==> images/clock_nets.png <==
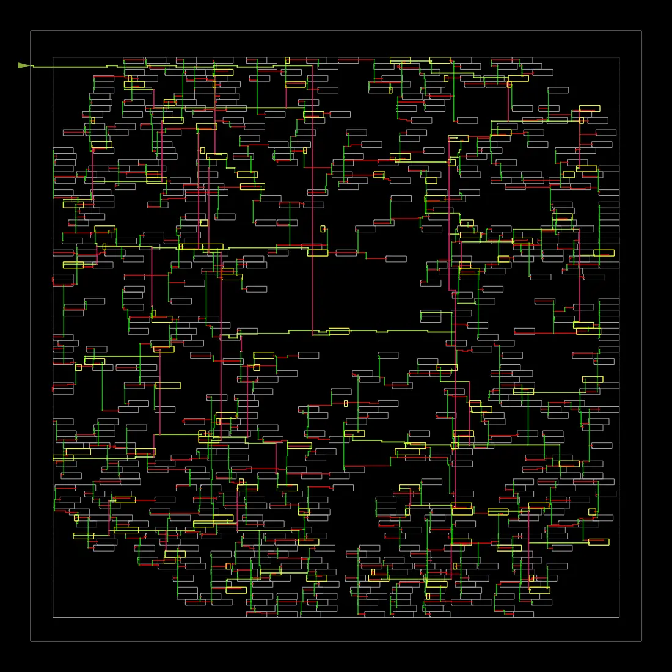
==> images/m3.png <==
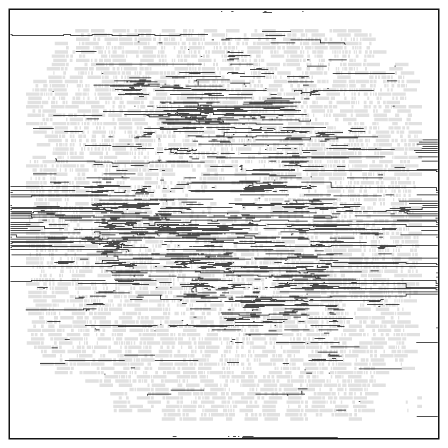
==> images/closeup.png <==
Region (118, 118) to (158, 158) microns. Cells in grey, sequential cells in the stronger grey; small squares are vias.
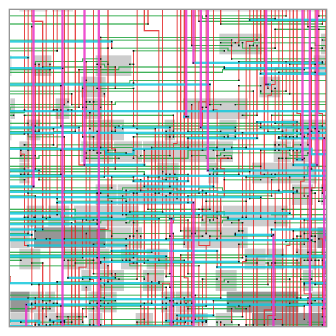
==> images/clock_wires.png <==
Scale bar: 100 microns.
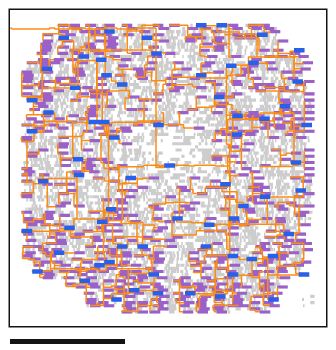
## src/rtl/bank_timing_tracker_if.sv

```systemverilog
// -----------------------------------------------------------------------------
// bank_timing_tracker_if
// Decoded-command bus feeding one rank's bank timing tracker.
//   cmd_valid : command present this cycle
//   cmd       : 0 NOP, 1 ACT, 2 RD, 3 WR, 4 PRE, 5 PREA, 6 REF, 7 reserved
//   cmd_bg    : target bank group (ignored for PREA/REF)
//   cmd_ba    : target bank within the group (ignored for PREA/REF)
//   cmd_ap    : auto-precharge qualifier for RD/WR
// master = command decoder side, slave = tracker side.
// -----------------------------------------------------------------------------
interface bank_timing_tracker_if #(
    parameter int BGWIDTH = 2,
    parameter int BAWIDTH = 2
);
    logic               cmd_valid;
    logic [2:0]         cmd;
    logic [BGWIDTH-1:0] cmd_bg;
    logic [BAWIDTH-1:0] cmd_ba;
    logic               cmd_ap;

    modport master (output cmd_valid, cmd, cmd_bg, cmd_ba, cmd_ap);
    modport slave  (input  cmd_valid, cmd, cmd_bg, cmd_ba, cmd_ap);
endinterface

```

## src/rtl/bank_timing_tracker.sv

```systemverilog
// -----------------------------------------------------------------------------
// bank_timing_tracker
// Per-bank DDR4 timing state tracker for one rank of the DIMM emulator.
// Judges each decoded command against the bank state held before the clock
// edge, advances every bank's state/down-timer, and reports rejected commands.
// Ports:
//   ck_tp      : memory clock, rising edge active
//   reset_n    : asynchronous active-low reset
//   cmd_if     : decoded command bus (slave modport)
//   bank_state : 5-bit state code of bank k at [5k+4:5k], k = bg*2**BAWIDTH+ba
//   bank_open  : bit k set while bank k is ACTIVATING/ACTIVE/READING/WRITING
//   err        : one-cycle pulse, previous-cycle command was rejected
//   err_code   : 1 busy, 2 not active, 3 not idle, 4 tRAS unmet, 5 reserved cmd
//   err_count  : saturating count of rejected commands
// -----------------------------------------------------------------------------
module bank_timing_tracker #(
    parameter int BGWIDTH = 2,
    parameter int BAWIDTH = 2,
    parameter int BL      = 8,
    parameter int T_RCD   = 17,
    parameter int T_CL    = 17,
    parameter int T_CWL   = 10,
    parameter int T_RP    = 17,
    parameter int T_WR    = 14,
    parameter int T_RAS   = 32,
    parameter int T_RFC   = 34
) (
    input  logic                                   ck_tp,
    input  logic                                   reset_n,
    bank_timing_tracker_if.slave                   cmd_if,
    output logic [5*(1<<(BGWIDTH+BAWIDTH))-1:0]    bank_state,
    output logic [(1<<(BGWIDTH+BAWIDTH))-1:0]      bank_open,
    output logic                                   err,
    output logic [2:0]                             err_code,
    output logic [7:0]                             err_count
);
    localparam int NB = 1 << (BGWIDTH + BAWIDTH);

    // Timer reload values are D-1 so a state lasts exactly D cycles.
    localparam logic [15:0] LD_RCD  = 16'(T_RCD - 1);
    localparam logic [15:0] LD_RD   = 16'(T_CL + BL/2 - 1);
    localparam logic [15:0] LD_WR   = 16'(T_CWL + BL/2 + T_WR - 1);
    localparam logic [15:0] LD_RP   = 16'(T_RP - 1);
    localparam logic [15:0] LD_RFC  = 16'(T_RFC - 1);
    localparam logic [15:0] RAS_MIN = 16'(T_RAS);

    typedef enum logic [4:0] {
        ST_IDLE        = 5'h00,
        ST_ACTIVATING  = 5'h01,
        ST_ACTIVE      = 5'h03,
        ST_REFRESHING  = 5'h05,
        ST_PRECHARGING = 5'h0a,
        ST_READING     = 5'h0b,
        ST_WRITING     = 5'h12
    } bank_st_t;

    typedef enum logic [2:0] {
        CMD_NOP, CMD_ACT, CMD_RD, CMD_WR, CMD_PRE, CMD_PREA, CMD_REF, CMD_RSVD
    } cmd_t;

    bank_st_t    state_q [NB];
    bank_st_t    state_d [NB];
    logic [15:0] timer_q [NB];
    logic [15:0] timer_d [NB];
    logic [15:0] ras_q   [NB];
    logic [15:0] ras_d   [NB];
    logic        ap_q    [NB];
    logic        ap_d    [NB];

    logic                       rej;
    logic [2:0]                 rej_code;
    cmd_t                       cmd;
    logic [BGWIDTH+BAWIDTH-1:0] tgt;

    function automatic logic is_busy(input bank_st_t s);
        return (s == ST_ACTIVATING) || (s == ST_READING) || (s == ST_WRITING);
    endfunction

    assign cmd = cmd_t'(cmd_if.cmd);
    assign tgt = {cmd_if.cmd_bg, cmd_if.cmd_ba};

    // Legality is decided purely on pre-edge state, so a timer expiring on the
    // same edge never rescues a command.
    always_comb begin
        // NOTE: every always_comb output gets a default first so no path leaves
        // it unassigned, which would otherwise infer a latch.
        rej      = 1'b0;
        rej_code = 3'd0;
        if (cmd_if.cmd_valid) begin
            unique case (cmd)
                CMD_ACT: if (state_q[tgt] != ST_IDLE) begin
                    rej = 1'b1; rej_code = 3'd3;
                end
                CMD_RD, CMD_WR: if (state_q[tgt] != ST_ACTIVE) begin
                    rej = 1'b1; rej_code = is_busy(state_q[tgt]) ? 3'd1 : 3'd2;
                end
                CMD_PRE: begin
                    if (is_busy(state_q[tgt])) begin
                        rej = 1'b1; rej_code = 3'd1;
                    end else if (state_q[tgt] == ST_ACTIVE && ras_q[tgt] < RAS_MIN) begin
                        rej = 1'b1; rej_code = 3'd4;
                    end
                end
                // All-or-nothing; the lowest offending bank decides the code.
                CMD_PREA: for (int k = 0; k < NB; k++) begin
                    if (!rej && is_busy(state_q[k])) begin
                        rej = 1'b1; rej_code = 3'd1;
                    end else if (!rej && state_q[k] == ST_ACTIVE && ras_q[k] < RAS_MIN) begin
                        rej = 1'b1; rej_code = 3'd4;
                    end
                end
                CMD_REF: for (int k = 0; k < NB; k++) begin
                    if (state_q[k] != ST_IDLE) begin
                        rej = 1'b1; rej_code = 3'd3;
                    end
                end
                CMD_RSVD: begin
                    rej = 1'b1; rej_code = 3'd5;
                end
                default: ;
            endcase
        end
    end

    // Next-state per bank. Accepted commands only ever target banks sitting in
    // untimed states, so they never collide with a timer expiry.
    always_comb begin
        for (int k = 0; k < NB; k++) begin
            state_d[k] = state_q[k];
            timer_d[k] = timer_q[k];
            ap_d[k]    = ap_q[k];
            ras_d[k]   = (ras_q[k] < RAS_MIN) ? ras_q[k] + 16'd1 : ras_q[k];

            unique case (state_q[k])
                ST_ACTIVATING: begin
                    if (timer_q[k] == '0) state_d[k] = ST_ACTIVE;
                    else                  timer_d[k] = timer_q[k] - 16'd1;
                end
                ST_READING, ST_WRITING: begin
                    if (timer_q[k] != '0) begin
                        timer_d[k] = timer_q[k] - 16'd1;
                    end else if (!ap_q[k]) begin
                        state_d[k] = ST_ACTIVE;
                    end else if (ras_q[k] >= RAS_MIN) begin
                        // Auto-precharge parks at timer 0 until tRAS is met.
                        state_d[k] = ST_PRECHARGING;
                        timer_d[k] = LD_RP;
                    end
                end
                ST_PRECHARGING, ST_REFRESHING: begin
                    if (timer_q[k] == '0) state_d[k] = ST_IDLE;
                    else                  timer_d[k] = timer_q[k] - 16'd1;
                end
                default: ;
            endcase

            if (cmd_if.cmd_valid && !rej) begin
                unique case (cmd)
                    CMD_ACT: if (k == int'(tgt)) begin
                        state_d[k] = ST_ACTIVATING;
                        timer_d[k] = LD_RCD;
                        ras_d[k]   = 16'd1;
                    end
                    CMD_RD: if (k == int'(tgt)) begin
                        state_d[k] = ST_READING;
                        timer_d[k] = LD_RD;
                        ap_d[k]    = cmd_if.cmd_ap;
                    end
                    CMD_WR: if (k == int'(tgt)) begin
                        state_d[k] = ST_WRITING;
                        timer_d[k] = LD_WR;
                        ap_d[k]    = cmd_if.cmd_ap;
                    end
                    CMD_PRE: if (k == int'(tgt) && state_q[k] == ST_ACTIVE) begin
                        state_d[k] = ST_PRECHARGING;
                        timer_d[k] = LD_RP;
                    end
                    CMD_PREA: if (state_q[k] == ST_ACTIVE) begin
                        state_d[k] = ST_PRECHARGING;
                        timer_d[k] = LD_RP;
                    end
                    CMD_REF: begin
                        state_d[k] = ST_REFRESHING;
                        timer_d[k] = LD_RFC;
                    end
                    default: ;
                endcase
            end
        end
    end

    always_ff @(posedge ck_tp or negedge reset_n) begin
        if (!reset_n) begin
            // NOTE: the per-bank arrays are plain flops, not a RAM macro, so they
            // take the async reset; this is what clears in-flight bursts/refresh.
            for (int k = 0; k < NB; k++) begin
                state_q[k] <= ST_IDLE;
                timer_q[k] <= '0;
                ras_q[k]   <= '0;
                ap_q[k]    <= 1'b0;
            end
            err       <= 1'b0;
            err_code  <= 3'd0;
            err_count <= 8'd0;
        end else begin
            // NOTE: non-blocking assignments keep every register sampling the
            // pre-edge values, independent of statement order.
            for (int k = 0; k < NB; k++) begin
                state_q[k] <= state_d[k];
                timer_q[k] <= timer_d[k];
                ras_q[k]   <= ras_d[k];
                ap_q[k]    <= ap_d[k];
            end
            err      <= rej;
            err_code <= rej ? rej_code : 3'd0;
            if (rej && err_count != 8'hFF) err_count <= err_count + 8'd1;
        end
    end

    always_comb begin
        for (int k = 0; k < NB; k++) begin
            bank_state[5*k +: 5] = state_q[k];
            bank_open[k] = is_busy(state_q[k]) || (state_q[k] == ST_ACTIVE);
        end
    end
endmodule
```

## src/flat_wrapper.sv

```systemverilog
// flat-port wrapper written by rule: the top's interface ports become plain ports
module bank_timing_tracker_flat 
#(
    parameter int BGWIDTH = 2,
    parameter int BAWIDTH = 2,
    parameter int BL      = 8,
    parameter int T_RCD   = 17,
    parameter int T_CL    = 17,
    parameter int T_CWL   = 10,
    parameter int T_RP    = 17,
    parameter int T_WR    = 14,
    parameter int T_RAS   = 32,
    parameter int T_RFC   = 34
)
  (ck_tp, reset_n, bank_state, bank_open, err, err_code, err_count, cmd_if_cmd_valid, cmd_if_cmd, cmd_if_cmd_bg, cmd_if_cmd_ba, cmd_if_cmd_ap);
  bank_timing_tracker_if #(.BGWIDTH(BGWIDTH), .BAWIDTH(BAWIDTH)) cmd_if_i ();
  input  logic ck_tp;
  input  logic reset_n;
  output logic [5*(1<<(BGWIDTH+BAWIDTH))-1:0] bank_state;
  output logic [(1<<(BGWIDTH+BAWIDTH))-1:0] bank_open;
  output logic err;
  output logic [2:0] err_code;
  output logic [7:0] err_count;
  input wire logic [$bits(cmd_if_i.cmd_valid)-1:0] cmd_if_cmd_valid;
  input wire logic [$bits(cmd_if_i.cmd)-1:0] cmd_if_cmd;
  input wire logic [$bits(cmd_if_i.cmd_bg)-1:0] cmd_if_cmd_bg;
  input wire logic [$bits(cmd_if_i.cmd_ba)-1:0] cmd_if_cmd_ba;
  input wire logic [$bits(cmd_if_i.cmd_ap)-1:0] cmd_if_cmd_ap;
  assign cmd_if_i.cmd_valid = cmd_if_cmd_valid;
  assign cmd_if_i.cmd = cmd_if_cmd;
  assign cmd_if_i.cmd_bg = cmd_if_cmd_bg;
  assign cmd_if_i.cmd_ba = cmd_if_cmd_ba;
  assign cmd_if_i.cmd_ap = cmd_if_cmd_ap;
  bank_timing_tracker #(.BGWIDTH(BGWIDTH), .BAWIDTH(BAWIDTH), .BL(BL), .T_RCD(T_RCD), .T_CL(T_CL), .T_CWL(T_CWL), .T_RP(T_RP), .T_WR(T_WR), .T_RAS(T_RAS), .T_RFC(T_RFC)) u_core (.ck_tp(ck_tp), .reset_n(reset_n), .cmd_if(cmd_if_i), .bank_state(bank_state), .bank_open(bank_open), .err(err), .err_code(err_code), .err_count(err_count));
endmodule
```

## config.mk

```make
export PLATFORM = sky130hd
export DESIGN_NAME = bank_timing_tracker_flat
export DESIGN_NICKNAME = d
export VERILOG_FILES = /design/src/rtl/bank_timing_tracker_if.sv /design/src/rtl/bank_timing_tracker.sv /design/src/flat_wrapper.sv
export SDC_FILE = /design/constraint.sdc
export NUM_CORES = 2
export LEC_CHECK = 0
export CAP_MARGIN = 30
export CORE_MARGIN = 10
export CORE_UTILIZATION = 55
export DETAILED_ROUTE_END_ITERATION = 10
export DONT_BUFFER_PORTS = 1
export PLACE_DENSITY = 0.69
export RECOVER_POWER = 50
export SLEW_MARGIN = 10
export SYNTH_ARGS = -nofsm -noshare
export SYNTH_HDL_FRONTEND = slang
export SYNTH_SLANG_ARGS = --single-unit
```

## constraint.sdc

```tcl
create_clock -name ck_tp -period 4.39 [get_ports ck_tp]
set_input_delay 0.878 -clock ck_tp [delete_from_list [all_inputs] [get_ports ck_tp]]
set_output_delay 0.878 -clock ck_tp [all_outputs]
set_load 0.005 [all_outputs]
```

==> impl_metrics.yaml <==
# yosys + openroad results
die:
  die-area_sq_mm: 0.07612
  ios: 119
  fp.dieW_microns: 275.9
  core-area_sq_mm: 0.06470
  row_count: 93
  die_h_microns: 275.9
power:
  p_leak_nw: 16.95
  power.internal_mw: 11.19
  seq_cell_power_mw: 7.10
  max-vdd-ir-drop_uv: 527.8
  power_mw: 16.27
  seqPwrFrac: 0.436
drt:
  vias_per_cell: 6.457
  dr.max_layer_used: "met5"
  drc: 0
  dr_wl_met3_mm: 14.36
sta:
  rsz0062_at_grt: "no"
  final-setup-viol-count: 0
  tns_ns: 0
  skew_ns: 0.02494
  clock.fmax_mhz: 232.9
  period_minus_slack_ns: 4.294
  maxSlewHeadroom: -1.212
  finalHoldViolations: 0
  maxSlewViolCount: 547
  fin_ws_ns: 0.09614
place:
  numPortBuffers: 0
  place_ws_ns: 0.07845
  dpl_cell_area_sq_mm: 0.03759
  hpwl_mm: 81.49
  dp.cells: 4887
outcome:
  failed_checks: "max-capacitance violations, max-slew violations"
  status: "finished, violations left"
clock_tree:
  htree_levels: 3
  cts.clk_slew.worst_paths_ns: 0.06
  clkSinkCount: 620
  cts-root-buf: "clkbuf_16"
  cts_buffer_depth: 3
  postCtsSetupBuffers: 0
  hold_buffers: 4
global_routing:
  antenna_found_initial: 1
  grt_pass1_vias: 30260
  busiest_layer: "met2"
critical_path:
  path_buffers: 3
  arrival_ns: 4.79
  startpoint_type: "register"
  crit_type: "register to register"
  path_depth: 12
  endpoint_kind: "register"
  cp_slowest_cell: "nor3_1"
  reg2reg_from: "u_core.bank_state[68]"
  crit_path_max_incr_delay_ns: 0.81
  required_ns: 4.89
  regToRegSetupSlack_ns: 0.1
  r2r-end: "u_core.timer_q[59]"
  crit_fanout: 9
finish:
  final_area_sq_mm: 0.03992
  nNetsFinal: 4185
  final_cell_mix: "dfrtp_1, nor2_1, nand2_1, o21ai_0, a21oi_1"
  n_antenna_cell: 0
  final_cells: 5014
  drive_gt1_frac: 0.09714
  lay_top_count: "dfrtp_1"
  area_growth_syn_to_layout_pct: 10.85
synth:
  synthesis.area_sq_mm: 0.03602
  synth.most_common_cell: "dfrtp_1"
  top_cells_by_count: "dfrtp_1, nor2_1, nand2_1, o21ai_0, a21oi_1"
  yosys_area_sq_mm: 0.03602
  yosys.area.top_type: "dfrtp_1"
  yosysCellCount: 4072
  synth_cells: 4072
  ys_warn_count: 0
  top_cell_area_share: 0.4308
worst_hold_path:
  hold_class: "input pin to asynchronous set/reset pin"
job:
  warnings: 78
  maxCapViolCount: 2
About clock_nets.png:
clkbuf count: 93
CTS Buf Count: 69

About m3.png:
longest straight run: 120 microns
share of all routed wire: 12%
nets with wire on the layer: 506
met3 Track Usage GR: 0.09773
via count: 32380

About closeup.png:
| layer | colour |
|---|---|
| M3 | cyan |
| M1 | green |
| M2 | red |
| M4 | magenta |
netlist names of flops here include: u_core.bank_state (3)
sequential cells in the window: 3
cells with their middle in the window: 71
most frequent: buf_4 (9), nand2_1 (7)

About clock_wires.png:
[clock wires] orange | length: 8230 microns
[clock-net drivers] blue | count: 69
[flip-flops] purple | count: 620
flops lie: all over the die
routed clock nets: 70
Latency at later pin: 0.63 ns
clock network power: 6.02 mW
Clk pwr share: 0.370

-- area by class of cell --
| cell class | count | area [sq um] |
|---|---|---|
| clock buffers | 93 | 1948 |
| clock inverters | 28 | 375.4 |
| fillers | 5615 | 24770 |
| inverters | 107 | 401.6 |
| multi-input cells | 3120 | 19110 |
| flip-flops and latches | 620 | 15510 |
| well taps | 855 | 1070 |
| repair buffers | 191 | 1500 |
-- cells by family (layout without fill, tap and decap cells) --
kind of cell / count (synthesis) / count (layout) / share of synthesized area
compound gates: 949 / 949 / 0.1655
xor+xnor: 175 / 175 / 0.04256
fa+ha+maj: 65 / 65 / 0.02258
buf+inv: 332 / 419 / 0.03950
flops: 620 / 620 / 0.4308
mux: 64 / 64 / 0.02671
simple gates: 1867 / 1867 / 0.2724
Power and IR drop assume default switching activity.
